==> config.mk <==
export PLATFORM = sky130hd
export DESIGN_NAME = rate_hex_counter
export DESIGN_NICKNAME = d
export VERILOG_FILES = /design/src/rtl/rate_hex_counter.sv
export SDC_FILE = /design/constraint.sdc
export NUM_CORES = 1
export LEC_CHECK = 0
export ABC_CLOCK_PERIOD_IN_PS = 3420
export CORE_UTILIZATION = 54
export CTS_CLUSTER_SIZE = 30
export DETAILED_ROUTE_END_ITERATION = 7
export PLACE_DENSITY = 0.74
export SETUP_SLACK_MARGIN = 0.05
export SLEW_MARGIN = 20
export SYNTH_ARGS = -nofsm -noshare
export SYNTH_HDL_FRONTEND = slang
export SYNTH_SLANG_ARGS = --single-unit
export TNS_END_PERCENT = 100
==> constraint.sdc <==
create_clock -name clock -period 3.42 [get_ports clock]
set_input_delay 0.684 -clock clock [delete_from_list [all_inputs] [get_ports clock]]
set_output_delay 0.684 -clock clock [all_outputs]
set_load 0.05 [all_outputs]
==> src/rtl/rate_hex_counter.sv <==
// Hex digit source for the 7-segment decoder: steps 0..F up or down at a rate set by a reload divider.
// Optional RATE_COUNTER_WRAP_OUT_EN adds a combinational `wrap` output for cascading digits.
module rate_hex_counter #(
  parameter int CLK_FREQ = 50_000_000,
  parameter int DIV_W    = 28
) (
  input  logic       clock,
  input  logic       reset,
  input  logic       enable,
  input  logic [1:0] speed,
  input  logic       down,
  input  logic       load,
  input  logic [3:0] load_val,
  output logic [3:0] value,
`ifdef RATE_COUNTER_WRAP_OUT_EN
  output logic       wrap,
`endif
  output logic       tick
);

  localparam logic [DIV_W-1:0] RELOAD_1HZ  = DIV_W'(CLK_FREQ - 1);
  localparam logic [DIV_W-1:0] RELOAD_2S   = DIV_W'(2 * CLK_FREQ - 1);
  localparam logic [DIV_W-1:0] RELOAD_4S   = DIV_W'(4 * CLK_FREQ - 1);

  logic [1:0]       speed_q, speed_d;
  logic [DIV_W-1:0] div_q, div_d;
  logic [3:0]       value_q, value_d;
  logic             tick_c;
  logic             chg;

  function automatic logic [DIV_W-1:0] reload(input logic [1:0] s);
    case (s)
      2'b01:   reload = RELOAD_1HZ;
      2'b10:   reload = RELOAD_2S;
      2'b11:   reload = RELOAD_4S;
      default: reload = '0;
    endcase
  endfunction

  assign chg = (speed != speed_q);

  always_comb begin
    speed_d = speed;
    div_d   = div_q;
    value_d = value_q;
    tick_c  = 1'b0;
    if (load) begin
      value_d = load_val;
      div_d   = reload(speed);
    end else if (chg) begin
      // A rate change restarts the period even while frozen.
      div_d = reload(speed);
    end else if (enable) begin
      if (div_q == '0) begin
        tick_c  = 1'b1;
        div_d   = reload(speed);
        value_d = down ? (value_q - 4'd1) : (value_q + 4'd1);
      end else begin
        div_d = div_q - DIV_W'(1);
      end
    end
  end

  always_ff @(posedge clock or posedge reset) begin
    if (reset) begin
      speed_q <= 2'b00;
      div_q   <= '0;
      value_q <= 4'd0;
    end else begin
      speed_q <= speed_d;
      div_q   <= div_d;
      value_q <= value_d;
    end
  end

  // Reset clears the divider to zero, so tick must be masked while reset is held.
  assign tick  = tick_c & ~reset;
  assign value = value_q;

`ifdef RATE_COUNTER_WRAP_OUT_EN
  assign wrap = tick & (down ? (value_q == 4'h0) : (value_q == 4'hF));
`endif

endmodule

Fig. 1: run 1, clock wires, drivers and flops
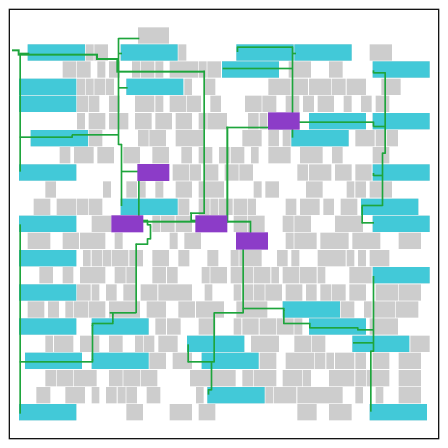
legend:
  cyan:
    item: flip-flops
    count: 34
  green:
    item: clock wires
    length: 443 um
  purple:
    item: clock-net drivers
    count: 5
routed clock nets: 6
clk latency late pin: 280 ps
power in the clock group: 0.000345 W
Clock Power Share: 32.1%

Fig. 2: run 1, ports around the boundary
Pins as bars across the die edge, other pins in gray.
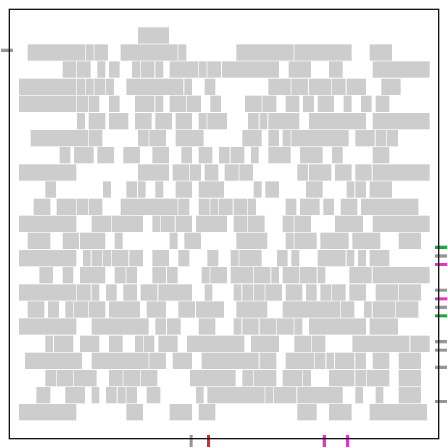
legend:
  magenta:
    port: load_val
    pins: 4
    direction: input
    edge: 2 right, 2 bottom
  green:
    port: speed
    pins: 2
    direction: input
    edge: right
  red:
    port: tick
    pins: 1
    direction: output
    edge: bottom
Chip Height: 67.95 um
Port Buffers: 15

Fig. 3: run 1, signal wires by layer
Bar = 20 um.
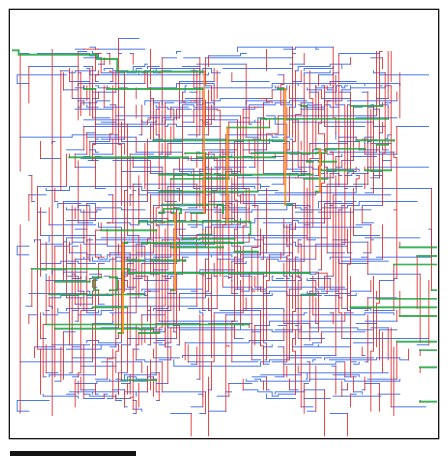
legend:
  green:
    layer: M3
    wire_length: 531 um
  orange:
    layer: M4
    wire_length: 89.1 um
  red:
    layer: M2
    wire_length: 3,070 um
  blue:
    layer: M1
    wire_length: 2,900 um
GRT Total Usage: 32.39%
Vias: 2,345
total routed wirelength: 6.589 mm

==> flow_summary_export.csv, run 1 <==
group,metric,value,unit
status,status,"finished, final reports clean",
yosys,ys_sh_aoi,18.33,%
yosys,xor_area_share,1.865,%
pwr,seqPwrFrac,45.9,%
critical_path,worst_path_dominant_cell_family,"simple AND/OR/NAND/NOR gates",
yosys,synth_area_leader_cell,"dfrtp_1",
grt,use_met3,5.333,%
place,hpwlAfterDp,4.936,mm
critical_path,regToRegSetupSlack,670,ps
critical_path,worst-path-stages,5,
place,dp.cells,344,
critical_path,worstPathBufferInverterCount,1,
critical_path,crit_type,"register to output port",
yosys,ys_types,52,
finish,lay_top_cells,"dfrtp_1, nor2_1, buf_4",
yosys,syn_nets,292,
floorplanning,core_area,4086,um^2
critical_path,worstSetupStartpoint,"div_q[14]",
timing,slew_viol_final,0,
timing,report.final.hold_viol_count,0,
timing,layout_setup_ws,234.4,ps
yosys,top_cell_area_share,36.23,%
finish,fin_util,68.31,%
finish,seq_cell_count,34,
floorplanning,fp-row-count,23,
min_path,hold_depth,1,
grt,grt_util_met1,42.63,%
finish,n_all_inverters,14,
yosys,ys_top_cells_by_count,"dfrtp_1, nor2_1, nor4_1",
run,log.warning_count,30,
floorplanning,initCoreUtil,57.47,%
timing,slew_headroom,54.91,%
finish,stdcell_count,353,
min_path,hp-start,"div_q[21]",
finish,final_layout_size_suffix_gt1_share,14.57,%
finish,final_common_cell,"dfrtp_1",
min_path,worstHoldEndpoint,"div_q[21]",
pwr,p_leak,1.060,nW
drt,drt-initial-drc-count,166,
finish,largest_cell_class,"logic gates",
min_path,min_path_type,"register to register",
grt,grtUsageMet2,53.19,%
pwr,p_seq,0.000494,W
yosys,numSynthFlops,34,
finish,comb_area_share,49.98,%
clock_network,cts-root-buf,"clkbuf_8",
yosys,synth_chip_area,2349,um^2
yosys,synth.most_common_cell,"dfrtp_1",
pwr,power-top-group,"registers",
pwr,internal_power,0.0007466,W
finish,final-comb-area,1395,um^2
drt,wl_met3,531,um
critical_path,slowest_stage,"or4_4",
pwr,power,0.001076,W
finish,clk_share,3.944,%
floorplanning,well_tap_count,50,
grt,grt_max_degree,19,
yosys,ys_cells,272,
critical_path,r2r_cells,6,
critical_path,crit_required,2740,ps
critical_path,r2r-end,"value[3]",
pwr,combinationalPowerShare,22.0,%
clock_network,cts_tree,"yes",
place,preCtsSetupSlack,322.5,ps
critical_path,critPathCapture,"tick",
finish,nNetsFinal,321,
finish,fillCellCount,339,
clock_network,clock_sinks,34,
timing,period_needed,3186,ps
timing,rsz0062_at_grt,"no",
run,cap_violations,0,
grt,grt_overflow_total,0,
place,gp_congestion,1.054,
yosys,netlist_instances,272,
floorplanning,die_x,67.95,um
yosys,edf_count,0,
pwr,peakVddDrop,0.0003129,V
pwr,power_density,385.6,nW/um^2
timing,period_used_share,93.15,%
finish,sh_seq_area,30.48,%
finish,diodes,1,
finish,largest_reg_flops,28,
finish,final_area,2791,um^2
clock_network,htree_levels,2,
timing,whs,535.7,ps
yosys,muxShareOfSynthArea,2.184,%
critical_path,reg2reg_from,"div_q[5]",
--- run 2 (diff from run 1) ---
--- a/config.mk
+++ b/config.mk
@@ -5,8 +5,9 @@
 export SDC_FILE = /design/constraint.sdc
 export NUM_CORES = 1
 export LEC_CHECK = 0
-export ABC_CLOCK_PERIOD_IN_PS = 3420
+export ABC_CLOCK_PERIOD_IN_PS = 3300
 export CORE_UTILIZATION = 54
+export CTS_BUF_LIST = sky130_fd_sc_hd__clkbuf_4 sky130_fd_sc_hd__clkbuf_8 sky130_fd_sc_hd__clkbuf_16
 export CTS_CLUSTER_SIZE = 30
 export DETAILED_ROUTE_END_ITERATION = 7
 export PLACE_DENSITY = 0.74
==> constraint.sdc (replaced) <==
create_clock -name clock -period 3.3 [get_ports clock]
set_input_delay 0.66 -clock clock [delete_from_list [all_inputs] [get_ports clock]]
set_output_delay 0.66 -clock clock [all_outputs]
set_load 0.05 [all_outputs]
Fig. 4: run 2, clock wires, drivers and flops
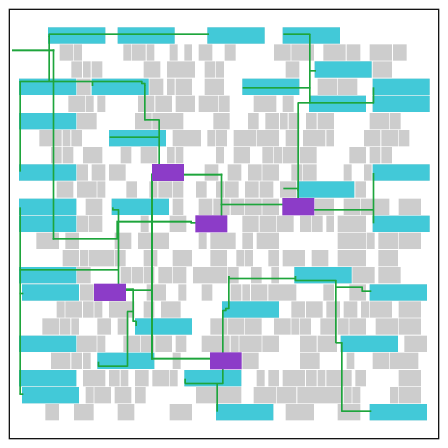
legend:
  green:
    item: clock wires
    length: 480 um
  purple:
    item: clock-net drivers
    count: 5
  cyan:
    item: flip-flops
    count: 34
routed clock nets: 6
clk latency late pin: 290 ps
power in the clock group: 0.000331 W
Clock Power Share: 30.4%
clock skew: 2.377 ps

Fig. 5: run 2, ports around the boundary
Pins as bars across the die edge, other pins in gray.
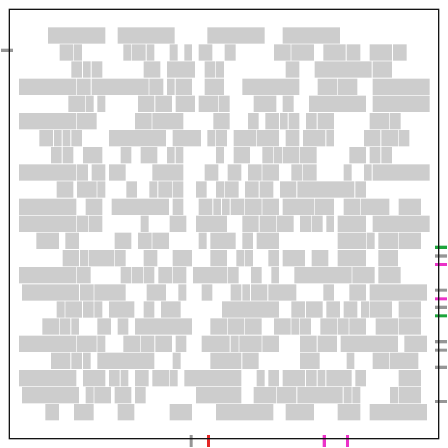
legend:
  magenta:
    port: load_val
    pins: 4
    direction: input
    edge: 2 right, 2 bottom
  red:
    port: tick
    pins: 1
    direction: output
    edge: bottom
  green:
    port: speed
    pins: 2
    direction: input
    edge: right
all pins by edge: 11 right, 4 bottom, 1 left
Die W: 67.95 um

==> run 2 against run 1 <==
  * Hold slack improved by 3.4 ps
  * Area after synthesis did not move
  * Critical path depth did not move
  * Sequential share of layout area barely moved
  * Wire length barely moved
  * Cell area barely moved
  * Worst setup slack got worse by 54 ps
  * First-iteration DRC count fell by 4.8%
  * Cell count rose by 0.28%
  * Non-clock buffer count rose by 2
  * Largest power group unchanged
==> flow_summary_export.csv, run 2 <==
group,metric,value,unit
status,status,"finished, final reports clean",
floorplanning,initCoreUtil,57.47,%
yosys,top_cell_area_share,36.23,%
drt,wl_met3,476,um
finish,diodes,0,
grt,use_met3,8.833,%
critical_path,r2r-end,"value[3]",
yosys,synth_chip_area,2349,um^2
place,preCtsSetupSlack,274.0,ps
pwr,p_seq,0.000513,W
grt,grt_use_total,31.85,%
critical_path,critPathCapture,"tick",
finish,nNetsFinal,323,
yosys,edf_count,0,
critical_path,crit_required,2640,ps
finish,largest_cell_class,"logic gates",
floorplanning,fp-row-count,23,
pwr,p_leak,1.066,nW
pwr,combinationalPowerShare,22.4,%
critical_path,worstPathBufferInverterCount,1,
critical_path,regToRegSetupSlack,560,ps
finish,final_common_cell,"dfrtp_1",
pwr,power,0.001087,W
yosys,ys_types,52,
critical_path,worst-path-stages,5,
critical_path,r2r_cells,5,
yosys,muxShareOfSynthArea,2.184,%
timing,slew_headroom,56.62,%
critical_path,worstSetupStartpoint,"div_q[5]",
yosys,synth_area_leader_cell,"dfrtp_1",
timing,rsz0062_at_grt,"no",
finish,final_layout_size_suffix_gt1_share,15.13,%
min_path,min_path_type,"register to register",
timing,period_needed,3120,ps
min_path,hold_depth,1,
critical_path,reg2reg_from,"div_q[5]",
grt,grtUsageMet2,48.77,%
place,dp.cells,346,
yosys,numSynthFlops,34,
clock_network,clockBufferDepth,2,
pwr,seqPwrFrac,47.2,%
yosys,ys_sh_simple,31.65,%
grt,grt_max_degree,24,
min_path,hp-start,"div_q[21]",
floorplanning,core_area,4086,um^2
finish,final_area,2789,um^2
yosys,ys_top_cells_by_count,"dfrtp_1, nor2_1, nor4_1",
pwr,peakVddDrop,0.0002651,V
floorplanning,well_tap_count,50,
critical_path,slowest_stage,"or4_1",
drt,drt_wl_total,6.584,mm
timing,layout_setup_ws,180.3,ps
yosys,syn_nets,292,
timing,period_used_share,94.54,%
finish,final-comb-area,1395,um^2
finish,largest_reg_flops,28,
place,gp_congestion,1.018,
pwr,internal_power,0.0007388,W
place,hpwlAfterDp,4.896,mm
finish,n_all_inverters,14,
yosys,ys_sh_aoi,18.33,%
finish,lay_top_cells,"dfrtp_1, buf_4, nor2_1",
yosys,synth.most_common_cell,"dfrtp_1",
yosys,xor_area_share,1.865,%
timing,whs,539.2,ps
critical_path,crit_type,"register to output port",
run,log.warning_count,30,
drt,dr_total_vias,2285,
min_path,worstHoldEndpoint,"div_q[21]",
timing,report.final.hold_viol_count,0,
run,cap_violations,0,
finish,clk_share,3.410,%
pwr,power-top-group,"registers",
finish,comb_area_share,50.02,%
critical_path,worst_path_dominant_cell_family,"simple AND/OR/NAND/NOR gates",
Fig. 6: run 2, cell outlines without signal wires
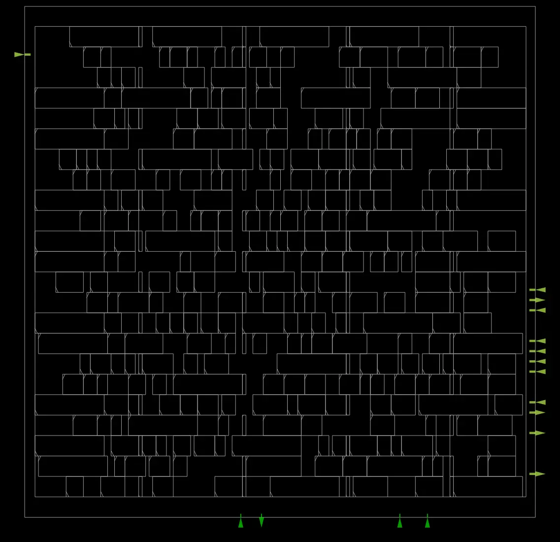
flop count: 34
fillers: 357
flip-flop and latch share of the layout cell area: 30.51%
Cell Count, Final, Fillers Out: 354
Final Core Density: 68.25%

--- run 3 (diff from run 2) ---
--- a/config.mk
+++ b/config.mk
@@ -6,6 +6,7 @@
 export NUM_CORES = 1
 export LEC_CHECK = 0
 export ABC_CLOCK_PERIOD_IN_PS = 3300
+export CORE_ASPECT_RATIO = 0.8
 export CORE_UTILIZATION = 54
 export CTS_BUF_LIST = sky130_fd_sc_hd__clkbuf_4 sky130_fd_sc_hd__clkbuf_8 sky130_fd_sc_hd__clkbuf_16
 export CTS_CLUSTER_SIZE = 30
Fig. 7: run 3, ports around the boundary
Pins as bars across the die edge, other pins in gray.
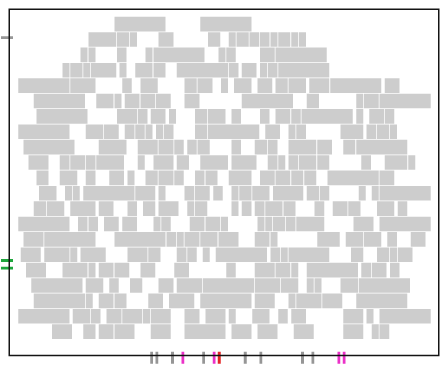
Chip Height: 60.99 um
Die W: 75.73 um

Fig. 8: run 3, signal wires by layer
Bar = 20 um.
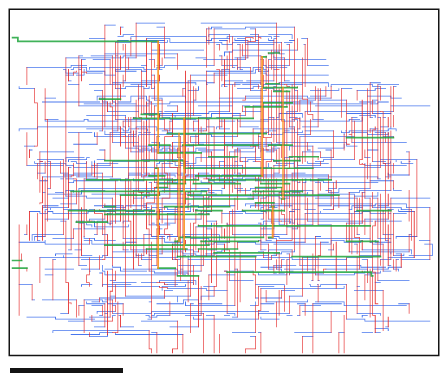
legend:
  green:
    layer: M3
    wire_length: 594 um
  orange:
    layer: M4
    wire_length: 126 um
  blue:
    layer: M1
    wire_length: 3,060 um
  red:
    layer: M2
    wire_length: 2,660 um
Vias: 2,353
GRT Total Usage: 31.32%
total routed wirelength: 6.442 mm
wire per inst: 18.15 um

==> run 3 against run 2 <==
  * Maximum frequency rose by 1.2%
  * Clock power fell by 1%
  * Cell area fell by 1.1%
  * Sequential power barely moved
  * Combinational power fell by 2%
  * Critical endpoint unchanged
  * Highest routed layer unchanged
  * Worst setup slack improved by 36 ps
  * Area after synthesis did not move
  * Wire length fell by 2.2%
  * Register-to-register slack got worse by 150 ps
==> flow_summary_export.csv, run 3 <==
group,metric,value,unit
status,status,"finished, final reports clean",
critical_path,worst_path_dominant_cell_family,"simple AND/OR/NAND/NOR gates",
min_path,hp-start,"div_q[21]",
critical_path,slowest_stage,"or4_1",
yosys,synth-seq-area-share,36.23,%
yosys,ys_types,52,
critical_path,r2r-end,"value[3]",
pwr,p_leak,1.037,nW
finish,stdcell_count,355,
yosys,ys_top_cells_by_count,"dfrtp_1, nor2_1, nor4_1",
timing,layout_setup_ws,216.1,ps
pwr,seqPwrFrac,47.5,%
timing,period_used_share,93.45,%
pwr,p_seq,0.000512,W
finish,fin_util,66.04,%
yosys,ys_sh_simple,31.65,%
finish,final_common_cell,"dfrtp_1",
critical_path,reg2reg_from,"div_q[18]",
finish,final_area,2759,um^2
finish,syn_to_final_growth,17.47,%
floorplanning,fp-row-count,21,
yosys,synth_chip_area,2349,um^2
finish,clk_share,3.447,%
pwr,internal_power,0.0007353,W
clock_network,postCtsHoldBufs,0,
finish,largest_reg_flops,28,
critical_path,crit_required,2640,ps
timing,whs,533.4,ps
finish,final_layout_size_suffix_gt1_share,13.76,%
timing,tightestPinTransition,721.9,ps
min_path,min_path_type,"register to register",
finish,n_all_buffers,32,
grt,use_met3,7.309,%
drt,wl_met3,594,um
pwr,combinationalPowerShare,22.2,%
place,gp_congestion,0.9297,
drt,wl_met2,2.663,mm
finish,comb_area_share,50.79,%
pwr,peakVddDrop,0.0003272,V
yosys,synth_area_leader_cell,"dfrtp_1",
yosys,syn-cell-area,2349,um^2
yosys,muxShareOfSynthArea,2.184,%
clock_network,clockBufferDepth,2,
place,dp.cells,347,
run,cap_violations,0,
critical_path,regToRegSetupSlack,410,ps
grt,grt_max_degree,23,
finish,diodes,0,
floorplanning,core_area,4178,um^2
yosys,edf_count,0,
critical_path,r2r_cells,5,
place,preCtsSetupSlack,249.6,ps
clock_network,clock_latency,290,ps
yosys,ys.flop_type,"dfrtp_1",
floorplanning,well_tap_count,57,
yosys,ys_sh_aoi,18.33,%
pwr,clockPowerShare,30.3,%
pwr,p_clk,0.000327,W
finish,sh_seq_area,30.84,%
critical_path,crit_type,"register to output port",
finish,clkbuf_count,7,
finish,n_all_inverters,14,
critical_path,worstSetupStartpoint,"div_q[5]",
finish,seq_cell_count,34,
yosys,xor_area_share,1.865,%
place,hpwlAfterDp,4.687,mm
yosys,syn_nets,292,
yosys,top_cell_area_share,36.23,%
pwr,power-top-group,"registers",
yosys,synth.most_common_cell,"dfrtp_1",
yosys,logic_family,"simple AND/OR/NAND/NOR gates",
finish,final-comb-area,1401,um^2
critical_path,worst-path-stages,5,
timing,report.final.hold_viol_count,0,
timing,slew_headroom,51.43,%
min_path,worstHoldEndpoint,"div_q[21]",
critical_path,critPathCapture,"tick",
critical_path,cp_max_fo,7,
finish,fillCellCount,356,
floorplanning,initCoreUtil,56.21,%
finish,nNetsFinal,317,
grt,grtUsageMet2,43.11,%
pwr,power,0.001079,W
yosys,numSynthFlops,34,
timing,period_needed,3084,ps
timing,fin_skew,10.87,ps
finish,lay_top_cells,"dfrtp_1, nor2_1, nor4_1, nand2_1",
critical_path,worstPathBufferInverterCount,1,
timing,rsz0062_at_grt,"no",
min_path,hold_depth,1,
grt,grt_overflow_total,0,
drt,wl_met1,3.059,mm
finish,largest_cell_class,"logic gates",
run,log.warning_count,30,
Fig. 9: run 3, wires at chosen ports, followed through buffers
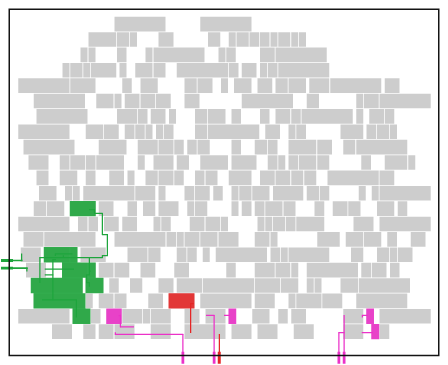
legend:
  magenta:
    port: load_val
    bits: 4
    direction: input
    end_cells: 4
    wire: 43.4 um
  red:
    port: tick
    bits: 1
    direction: output
    end_cells: 1
    wire: 8.80 um
  green:
    port: speed
    bits: 2
    direction: input
    end_cells: 9
    wire: 66.8 um
number of I/O pins: 16

Power is estimated from default activity; no workload was simulated.
